==> src/rtl/knight_light_pkg.sv <==
// Shared board types and stabilizer FSM states.
package knight_light_pkg;

  localparam int BOARD_SQUARES = 64;

  typedef logic [BOARD_SQUARES-1:0] board_t;

  typedef enum logic [1:0] {
    IDLE   = 2'd0,
    CHECK  = 2'd1,
    COMMIT = 2'd2,
    REPORT = 2'd3
  } state_t;

endpackage

==> src/rtl/popcount64.sv <==
// Combinational population count of a 64-square board mask.
module popcount64
  import knight_light_pkg::*;
(
  input  board_t     din,
  output logic [6:0] count
);

  always_comb begin
    count = '0;
    for (int i = 0; i < BOARD_SQUARES; i++) begin
      count = count + 7'(din[i]);
    end
  end

endmodule

==> src/rtl/board_stabilizer.sv <==
// Debounces scanned board frames and publishes lifted/placed masks.
// Popcount outputs are built only with BOARD_STABILIZER_POPCOUNT_EN.
module board_stabilizer
  import knight_light_pkg::*;
#(
  parameter int STABLE_FRAMES = 4,
  parameter int CNT_W         = 4
) (
  input  logic        clk,
  input  logic        reset,
  input  logic        frame_valid,
  input  logic [63:0] layout_in,
  output logic [63:0] stable_layout,
  output logic [63:0] lifted,
  output logic [63:0] placed,
  output logic [6:0]  num_lifted,
  output logic [6:0]  num_placed,
  output logic        update_pending,
  input  logic        update_ack,
  output logic        overrun
);

  localparam logic [CNT_W-1:0] TARGET = CNT_W'(STABLE_FRAMES);

  state_t           state;
  board_t           candidate;
  logic [CNT_W-1:0] match_cnt;

  always_ff @(posedge clk or negedge reset) begin
    if (!reset) begin
      state     <= IDLE;
      candidate <= '0;
      match_cnt <= '0;
    end else begin
      unique case (state)
        IDLE: begin
          if (frame_valid) begin
            if (layout_in == candidate) begin
              if (match_cnt < TARGET) match_cnt <= match_cnt + 1'b1;
            end else begin
              candidate <= layout_in;
              match_cnt <= CNT_W'(1);
            end
            state <= CHECK;
          end
        end
        CHECK: begin
          if (match_cnt == TARGET && candidate != stable_layout)
            state <= COMMIT;
          else
            state <= IDLE;
        end
        COMMIT: state <= REPORT;
        REPORT: state <= IDLE;
        default: state <= IDLE;
      endcase
    end
  end

  always_ff @(posedge clk or negedge reset) begin
    if (!reset) begin
      stable_layout  <= '0;
      lifted         <= '0;
      placed         <= '0;
      update_pending <= 1'b0;
      overrun        <= 1'b0;
    end else if (state == COMMIT) begin
      lifted         <= stable_layout & ~candidate;
      placed         <= ~stable_layout & candidate;
      stable_layout  <= candidate;
      update_pending <= 1'b1;
      // An ack landing on the commit cycle consumes the old update.
      if (update_pending && !update_ack) overrun <= 1'b1;
    end else if (update_ack) begin
      update_pending <= 1'b0;
    end
  end

`ifdef BOARD_STABILIZER_POPCOUNT_EN
  logic [6:0] lifted_cnt;
  logic [6:0] placed_cnt;

  popcount64 u_pc_lifted (
    .din   (lifted),
    .count (lifted_cnt)
  );

  popcount64 u_pc_placed (
    .din   (placed),
    .count (placed_cnt)
  );

  always_ff @(posedge clk or negedge reset) begin
    if (!reset) begin
      num_lifted <= '0;
      num_placed <= '0;
    end else if (state == REPORT) begin
      num_lifted <= lifted_cnt;
      num_placed <= placed_cnt;
    end
  end
`else
  assign num_lifted = '0;
  assign num_placed = '0;
`endif

endmodule
==> config.mk <==
export PLATFORM = sky130hd
export DESIGN_NAME = board_stabilizer
export DESIGN_NICKNAME = d
export VERILOG_FILES = /design/src/rtl/knight_light_pkg.sv /design/src/rtl/popcount64.sv /design/src/rtl/board_stabilizer.sv
export SDC_FILE = /design/constraint.sdc
export NUM_CORES = 1
export LEC_CHECK = 0
export ABC_CLOCK_PERIOD_IN_PS = 2150
export CAP_MARGIN = 20
export CORE_ASPECT_RATIO = 1.5
export CORE_MARGIN = 5
export CORE_UTILIZATION = 51
export DETAILED_ROUTE_END_ITERATION = 16
export HOLD_SLACK_MARGIN = 0.08
export MAX_ROUTING_LAYER = met4
export PLACE_DENSITY_LB_ADDON = 0.2
export SYNTH_ARGS = -nofsm -noshare
export SYNTH_HDL_FRONTEND = slang
export SYNTH_HIERARCHICAL = 1
export SYNTH_SLANG_ARGS = --single-unit
==> constraint.sdc <==
create_clock -name clk -period 2.15 [get_ports clk]
set_clock_uncertainty 0.05 [all_clocks]
set_input_delay 0.215 -clock clk [delete_from_list [all_inputs] [get_ports clk]]
set_output_delay 0.215 -clock clk [all_outputs]
set_load 0.02 [all_outputs]
### The metal 1 layer, run 1

Supply wires on this layer in gray.
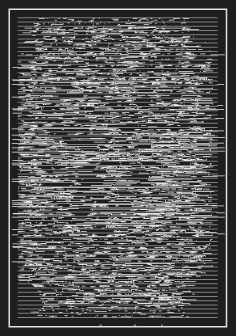
nets with wire on the layer: 1592
longest straight run: 76.4 um
wire length on this layer: 13900 um
Routed Wire Length: 35560 um
met1 capacity usage during global routing: 30.74%
total vias in the final route: 9852

### Signal wires on met2, run 1

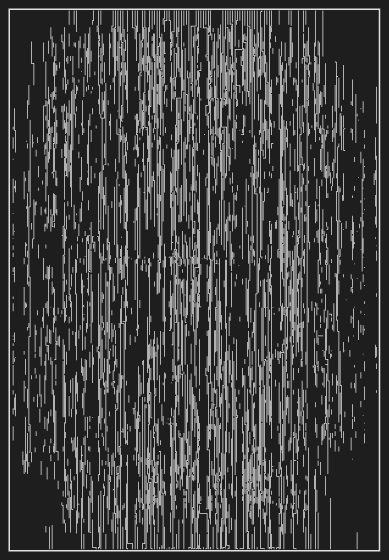
longest straight run: 108 um
nets with wire on the layer: 1518
share of all routed wire: 51%

==> job_summary.md, run 1 <==
## Synthesis and layout report

| Metric | Value |
|---|---|
| Status | `finished, violations left` |
| Violations in the final reports | `negative setup slack` |
| Max stage delay cell, worst path | `sky130_fd_sc_hd__dfrtp_1` |
| Reg2reg setup slack | `-350 ps` |
| Height of the chip | `around 200 um` |
| Initial Utilization | `between 50% and 60%` |
| Fin area | `between 15000 and 20000 um2` |
| Sequential cell count | `264` |
| Worst voltage drop across the vdd grid | `just over 0.0006 V` |
| Relative slew slack | `62.85%` |
| Tapcells inserted | `approximately 330` |
| Multiplexer fraction of the synthesized cell area | `5.735%` |
| Delay-heaviest family, CP | `simple AND/OR/NAND/NOR gates` |
| Startpoint Class | `flop` |
| Initial DRT Pass Iterations | `4` |
| Detailed-routed wire length on met2 | `roughly 18000 um` |
| Horizontal die dimension | `139.1 um` |
| Setup repair after global routing missed its margin | `yes` |
| Top logic cell family in the synthesized netlist | `simple AND/OR/NAND/NOR gates` |
| Global Route met2 Usage | `between 40% and 50%` |
| Maximum number of pins on one net before global-route repair | `78` |
| Worst-margin pin slew | `roughly 560 ps` |
| CTS H-tree lvls | `1` |
| Highest clock frequency the design can meet | `0.3994 GHz` |
| Number of warning messages in the logs | `between 90 and 100` |
| Overall overflow remaining after global route | `0` |
| Number of fill cells | `1887` |
| Signal buffers | `~380` |
| Leading cell types by count after synthesis | `451 x sky130_fd_sc_hd__nand2_1, 264 x sky130_fd_sc_hd__dfrtp_1, 133 x sky130_fd_sc_hd__inv_1` |
| Slowest stage delay, CP | `410 ps` |
| Number of diodes | `7` |
| Fraction of power consumed by the clock network | `around 40%` |
| Reg2reg end | `candidate[39]` |
| Post-Route M1 WL | `~14000 um` |
| Internal power of the cells | `9.138 mW` |
| Number of buffers added to fix hold violations after cts | `1` |
| Layer with the highest usage | `met2` |
| Layout clock buffers | `33` |
| Logic area | `between 5000 and 6000 um2` |
| Final setup violating endpoints | `67` |
| Max-slew violation total from the final report | `0` |
| Combinational Power | `around 2 mW` |
| Power dissipated in the clock network | `4.90 mW` |
| Logic share of the area | `31.83%` |
| Distinct lib cells | `27` |
| Post-synthesis instance area | `roughly 13000 um2` |
| Average wire per standard cell | `~18 um` |
| Crit-path max FO | `5` |
| Number of cell instances after yosys synthesis | `1295` |
| Leakage Power | `between 9 and 10 nW` |
| Starting DRT DRC Count | `475` |
| Total Nets Final | `~1800` |
| Initial antenna violation count | `7` |
| Clk pin slew, worst setup/hold paths | `~70 ps` |
| Hold Path Class | `input port to asynchronous set/reset pin` |
| Setup ws final | `-353.5 ps` |
| Synth top cell by count | `sky130_fd_sc_hd__nand2_1` |
| Buffer count from post-CTS setup fixing | `7` |
| Tally of yosys warning messages | `6` |
| Final design utilization | `between 70% and 80%` |
| Power Density | `roughly 680 nW/um2` |
| Sum of met3 wire segment lengths after detailed routing | `2127 um` |
| Final HPWL from detailed placement | `between 20000 and 30000 um` |
| Pwr Total | `between 10 and 15 mW` |
| Critical path launch point | `candidate[8]` |
| Register share after synthesis | `51.85%` |
| Top routing layer in use | `met4` |
| Total routing resource utilization after global routing | `approximately a quarter` |
| Endpoint required time on the critical path | `around 2500 ps` |
| Share of post-route cells with drive strength above 1 | `roughly 15%` |
| Synthesized-area fraction occupied by xor and xnor cells | `about 4.4%` |
| Cell row count | `between 70 and 80` |
| R2r startpoint | `candidate[8]` |
| Sinks on the clock net | `264` |
| Data arrival time of the critical path | `2860 ps` |
| Total I/O pin count | `276` |
| Sequential power | `5.29 mW` |
| Clock Tree Buf Depth | `3` |
| Final clock-cell share | `between 5 and 6%` |
| Global placement routability congestion | `0.8682` |
| Synth Area in Adders | `12.77%` |
| Final cell count without fillers | `roughly 2000` |
| Number of buffer and inverter instances along the worst setup path | `3` |
| Simple-Gate Area Share | `around 16%` |
| Final Hold Fails | `0` |
| Reg power frac | `between 40% and 50%` |
| Min Tclk post-route | `2504 ps` |
| Number of global-route vias before repair | `10140` |
| Clock latency on the worst-skew pair | `530 ps` |
### M3 wires, run 1

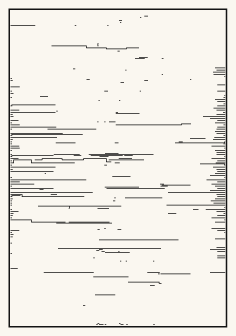
share of all routed wire: 6.0%
longest straight run: 66.0 um

## Run 2: what changed since run 1
--- a/config.mk
+++ b/config.mk
@@ -5,11 +5,12 @@
 export SDC_FILE = /design/constraint.sdc
 export NUM_CORES = 1
 export LEC_CHECK = 0
-export ABC_CLOCK_PERIOD_IN_PS = 2150
+export ABC_CLOCK_PERIOD_IN_PS = 2900
 export CAP_MARGIN = 20
 export CORE_ASPECT_RATIO = 1.5
 export CORE_MARGIN = 5
-export CORE_UTILIZATION = 51
+export CORE_UTILIZATION = 55
+export CTS_CLUSTER_SIZE = 10
 export DETAILED_ROUTE_END_ITERATION = 16
 export HOLD_SLACK_MARGIN = 0.08
 export MAX_ROUTING_LAYER = met4
==> constraint.sdc (replaced) <==
create_clock -name clk -period 2.9 [get_ports clk]
set_clock_uncertainty 0.05 [all_clocks]
set_input_delay 0.29 -clock clk [delete_from_list [all_inputs] [get_ports clk]]
set_output_delay 0.29 -clock clk [all_outputs]
set_load 0.02 [all_outputs]
### Signal wires on met2, run 2

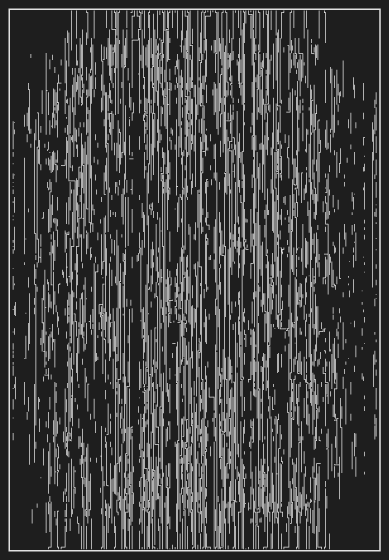
main direction: vertical
share of all routed wire: 53%
nets with wire on the layer: 1418

==> run 2 against run 1 <==
Effect of this change: the flow now finishes without violations; final area down 8.0%; fmax down 4.3%; worst setup slack better by 640 ps; non-clock buffer count down 92; global-route usage up 0.77 points; area after synthesis unchanged; power down 33%; highest routed layer unchanged.
==> job_summary.md, run 2 <==
## Synthesis and layout report

| Metric | Value |
|---|---|
| Critical path launch point | `candidate[8]` |
| Simple-Gate Area Share | `between 15 and 20%` |
| Logic area | `about 5400 um2` |
| Max stage delay cell, worst path | `sky130_fd_sc_hd__nor4_1` |
| Reg power frac | `approximately half` |
| Average wire per standard cell | `around 18 um` |
| Worst-margin pin slew | `around 800 ps` |
| Top logic cell family in the synthesized netlist | `simple AND/OR/NAND/NOR gates` |
| Number of fill cells | `~1800` |
| Met1 capacity usage during global routing | `approximately 32%` |
| Reg2reg end | `candidate[11]` |
| Reg2reg setup slack | `~280 ps` |
| Final clock-cell share | `4.747%` |
| Fraction of power consumed by the clock network | `39.5%` |
| Crit-path max FO | `26` |
| Number of diodes | `6` |
| Max-slew violation total from the final report | `0` |
| Sequential power | `about 4.0 mW` |
| Fin area | `16530 um2` |
| Logic share of the area | `about a third` |
| Number of cell instances after yosys synthesis | `~1300` |
| Overall overflow remaining after global route | `0` |
| Total Nets Final | `1757` |
| Clock latency on the worst-skew pair | `between 500 and 600 ps` |
| Highest clock frequency the design can meet | `~0.38 GHz` |
| Initial antenna violation count | `6` |
| Synthesized-area fraction occupied by xor and xnor cells | `~4.4%` |
| Relative slew slack | `48.20%` |
| Final Hold Fails | `0` |
| Pwr Total | `roughly 8.2 mW` |
| Horizontal die dimension | `between 100 and 150 um` |
| Post-synthesis instance area | `12740 um2` |
| Worst voltage drop across the vdd grid | `0.0004145 V` |
| Hold Path Class | `input port to flop` |
| Buffer count from post-CTS setup fixing | `0` |
| Cell row count | `roughly 68` |
| Synth top cell by count | `sky130_fd_sc_hd__nand2_1` |
| Layout clock buffers | `31` |
| Total routing resource utilization after global routing | `roughly a quarter` |
| Sum of met3 wire segment lengths after detailed routing | `1637 um` |
| Setup repair after global routing missed its margin | `no` |
| Number of buffers added to fix hold violations after cts | `1` |
| Total I/O pin count | `between 200 and 300` |
| Clock Tree Buf Depth | `3` |
| Setup ws final | `roughly 280 ps` |
| Tally of yosys warning messages | `6` |
| Register share after synthesis | `about 52%` |
| Post-Route M1 WL | `13400 um` |
| Maximum number of pins on one net before global-route repair | `97` |
| Tapcells inserted | `about 280` |
| Distinct lib cells | `27` |
| Combinational Power | `~0.94 mW` |
| Endpoint required time on the critical path | `roughly 3300 ps` |
| Global Route met2 Usage | `between 40% and 50%` |
| Final design utilization | `between 70% and 80%` |
| Height of the chip | `approximately 200 um` |
| Final cell count without fillers | `approximately 1800` |
| Leading cell types by count after synthesis | `451 x sky130_fd_sc_hd__nand2_1, 264 x sky130_fd_sc_hd__dfrtp_1, 133 x sky130_fd_sc_hd__inv_1` |
| Status | `completed` |
| Delay-heaviest family, CP | `simple AND/OR/NAND/NOR gates` |
| Final setup violating endpoints | `0` |
| Min Tclk post-route | `2617 ps` |
| Clk pin slew, worst setup/hold paths | `about 60 ps` |
| Number of global-route vias before repair | `9661` |
| Global placement routability congestion | `between 0.8 and 0.9` |
| Synth Area in Adders | `between 10% and 20%` |
| Multiplexer fraction of the synthesized cell area | `roughly 5.7%` |
| Top routing layer in use | `met4` |
| Signal buffers | `~280` |
### M3 wires, run 2

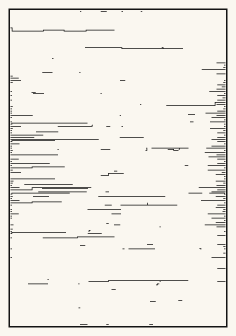
Routed Wire Length: 33630 um
total vias in the final route: 9318

## Run 3: what changed since run 2
--- a/config.mk
+++ b/config.mk
@@ -9,12 +9,13 @@
 export CAP_MARGIN = 20
 export CORE_ASPECT_RATIO = 1.5
 export CORE_MARGIN = 5
-export CORE_UTILIZATION = 55
+export CORE_UTILIZATION = 65
 export CTS_CLUSTER_SIZE = 10
 export DETAILED_ROUTE_END_ITERATION = 16
+export DONT_BUFFER_PORTS = 1
 export HOLD_SLACK_MARGIN = 0.08
 export MAX_ROUTING_LAYER = met4
-export PLACE_DENSITY_LB_ADDON = 0.2
+export PLACE_DENSITY = 0.85
 export SYNTH_ARGS = -nofsm -noshare
 export SYNTH_HDL_FRONTEND = slang
 export SYNTH_HIERARCHICAL = 1
### Metal 4, run 3

The bar under the picture is 20 um long. Supply wires on this layer in gray.
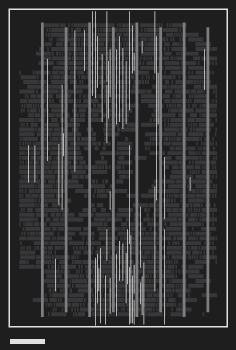
longest straight run: 93.8 um
nets with wire on the layer: 49
total vias in the final route: 9145
Routed Wire Length: 35270 um

==> run 3 against run 2 <==
Effect of this change: wire length up 4.9%; sequential power about the same; via count down 1.9%; fmax down 5.2%; sequential cell count unchanged; count of clock-buffer cells in the layout unchanged; largest cell class unchanged; hold slack worse by 900 ps; die area down 14%; cell count down 12%; final area down 13%; sequential share of layout area up 5.7 points; first-iteration DRC count up 33%; the run now ends with negative hold slack left.
==> job_summary.md, run 3 <==
## Synthesis and layout report

| Metric | Value |
|---|---|
| Setup repair after global routing missed its margin | `no` |
| Post-synthesis instance area | `around 13000 um2` |
| Signal buffers | `around 84` |
| Total routing resource utilization after global routing | `between 30% and 40%` |
| Initial antenna violation count | `1` |
| Cell row count | `62` |
| Data arrival time of the critical path | `around 3100 ps` |
| Buffer count from post-CTS setup fixing | `0` |
| Clock Tree Buf Depth | `3` |
| Setup ws final | `140.6 ps` |
| Final Hold Fails | `roughly 260` |
| Number of global-route vias before repair | `9786` |
| Layout clock buffers | `31` |
| Top routing layer in use | `met4` |
| Total Nets Final | `about 1600` |
| Leading cell types by count after synthesis | `451 x sky130_fd_sc_hd__nand2_1, 264 x sky130_fd_sc_hd__dfrtp_1, 133 x sky130_fd_sc_hd__inv_1` |
| Max-slew violation total from the final report | `0` |
| Number of warning messages in the logs | `~97` |
| Final cell count without fillers | `roughly 1600` |
| Clock latency on the worst-skew pair | `530 ps` |
| Number of buffer and inverter instances along the worst setup path | `1` |
| Total I/O pin count | `between 200 and 300` |
| R2r startpoint | `candidate[8]` |
| Sequential cell count | `around 260` |
| Reg2reg setup slack | `~140 ps` |
| Number of diodes | `1` |
| CTS H-tree lvls | `1` |
| Starting DRT DRC Count | `approximately 660` |
| Clk pin slew, worst setup/hold paths | `roughly 60 ps` |
| Initial DRT Pass Iterations | `5` |
| Most common cell after layout, fill and taps aside | `sky130_fd_sc_hd__nand2_1` |
| Reg2reg end | `candidate[10]` |
| Crit-path max FO | `28` |
| Highest clock frequency the design can meet | `about 0.36 GHz` |
| Final setup violating endpoints | `0` |
| Synth top cell by count | `sky130_fd_sc_hd__nand2_1` |
| Met1 capacity usage during global routing | `roughly a third` |
| Logic share of the area | `between 30 and 40%` |
| Min Tclk post-route | `around 2800 ps` |
| Logic area | `approximately 5400 um2` |
| Overall overflow remaining after global route | `0` |
| Status | `finished, violations left` |
| Global Route met2 Usage | `roughly 56%` |
| Horizontal die dimension | `124.3 um` |
| Average wire per standard cell | `roughly 22 um` |
| Leakage Power | `7.436 nW` |
| Distinct lib cells | `27` |
| Worst-margin pin slew | `a little under 700 ps` |
| Count of cells resized by post-cts repair | `0` |
| Hold slack | `-596.5 ps` |
| Initial Utilization | `approximately two thirds` |
| Power Density | `approximately 560 nW/um2` |
| Number of cell instances after yosys synthesis | `1295` |
| Number of fill cells | `1214` |
| Simple-Gate Area Share | `between 10% and 20%` |
| Height of the chip | `181.5 um` |
| Share of post-route cells with drive strength above 1 | `approximately 6.0%` |
| Delay-heaviest family, CP | `simple AND/OR/NAND/NOR gates` |
| Worst voltage drop across the vdd grid | `between 0.0004 and 0.0005 V` |
| Internal power of the cells | `slightly above 6 mW` |
| Combinational Power | `between 0.8 and 0.9 mW` |
| Die outline area | `around 23000 um2` |
| Startpoint Class | `flop` |
| Synthesized-area fraction occupied by xor and xnor cells | `4.399%` |
| Reg power frac | `between 40% and 50%` |
| Register share after synthesis | `roughly 52%` |
| Post-Route M1 WL | `12460 um` |
| Synth Area in Adders | `12.77%` |
| Relative slew slack | `53.71%` |
| Fin area | `14450 um2` |
| Endpoint required time on the critical path | `3260 ps` |
| Number of buffers added to fix hold violations after cts | `66` |
| Maximum number of pins on one net before global-route repair | `265` |
| Hold Path Class | `input port to asynchronous set/reset pin` |
| Global placement routability congestion | `approximately 0.86` |
| Multiplexer fraction of the synthesized cell area | `under 10%` |
| Detailed-routed wire length on met2 | `roughly 18000 um` |
| Pwr Total | `just over 8 mW` |
| Tapcells inserted | `roughly 260` |
| Slowest stage delay, CP | `about 460 ps` |
| Register cell area after layout | `between 6000 and 7000 um2` |
| Fraction of power consumed by the clock network | `39.9%` |
| Violations in the final reports | `negative hold slack` |
| Tally of yosys warning messages | `6` |
| Final HPWL from detailed placement | `23510 um` |
| Sequential power | `~4.0 mW` |
| Sum of met3 wire segment lengths after detailed routing | `2699 um` |
### Clock wiring as the flow saved it, run 3

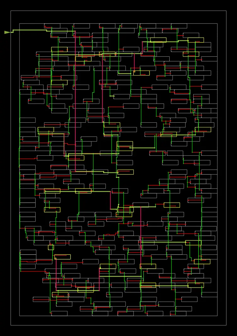
TritonCTS buffer count: 30
sinks on the clock net: 264
power dissipated in the clock network: 3.24 mW

Power figures rest on the tool's default switching activity, not on a simulated workload.
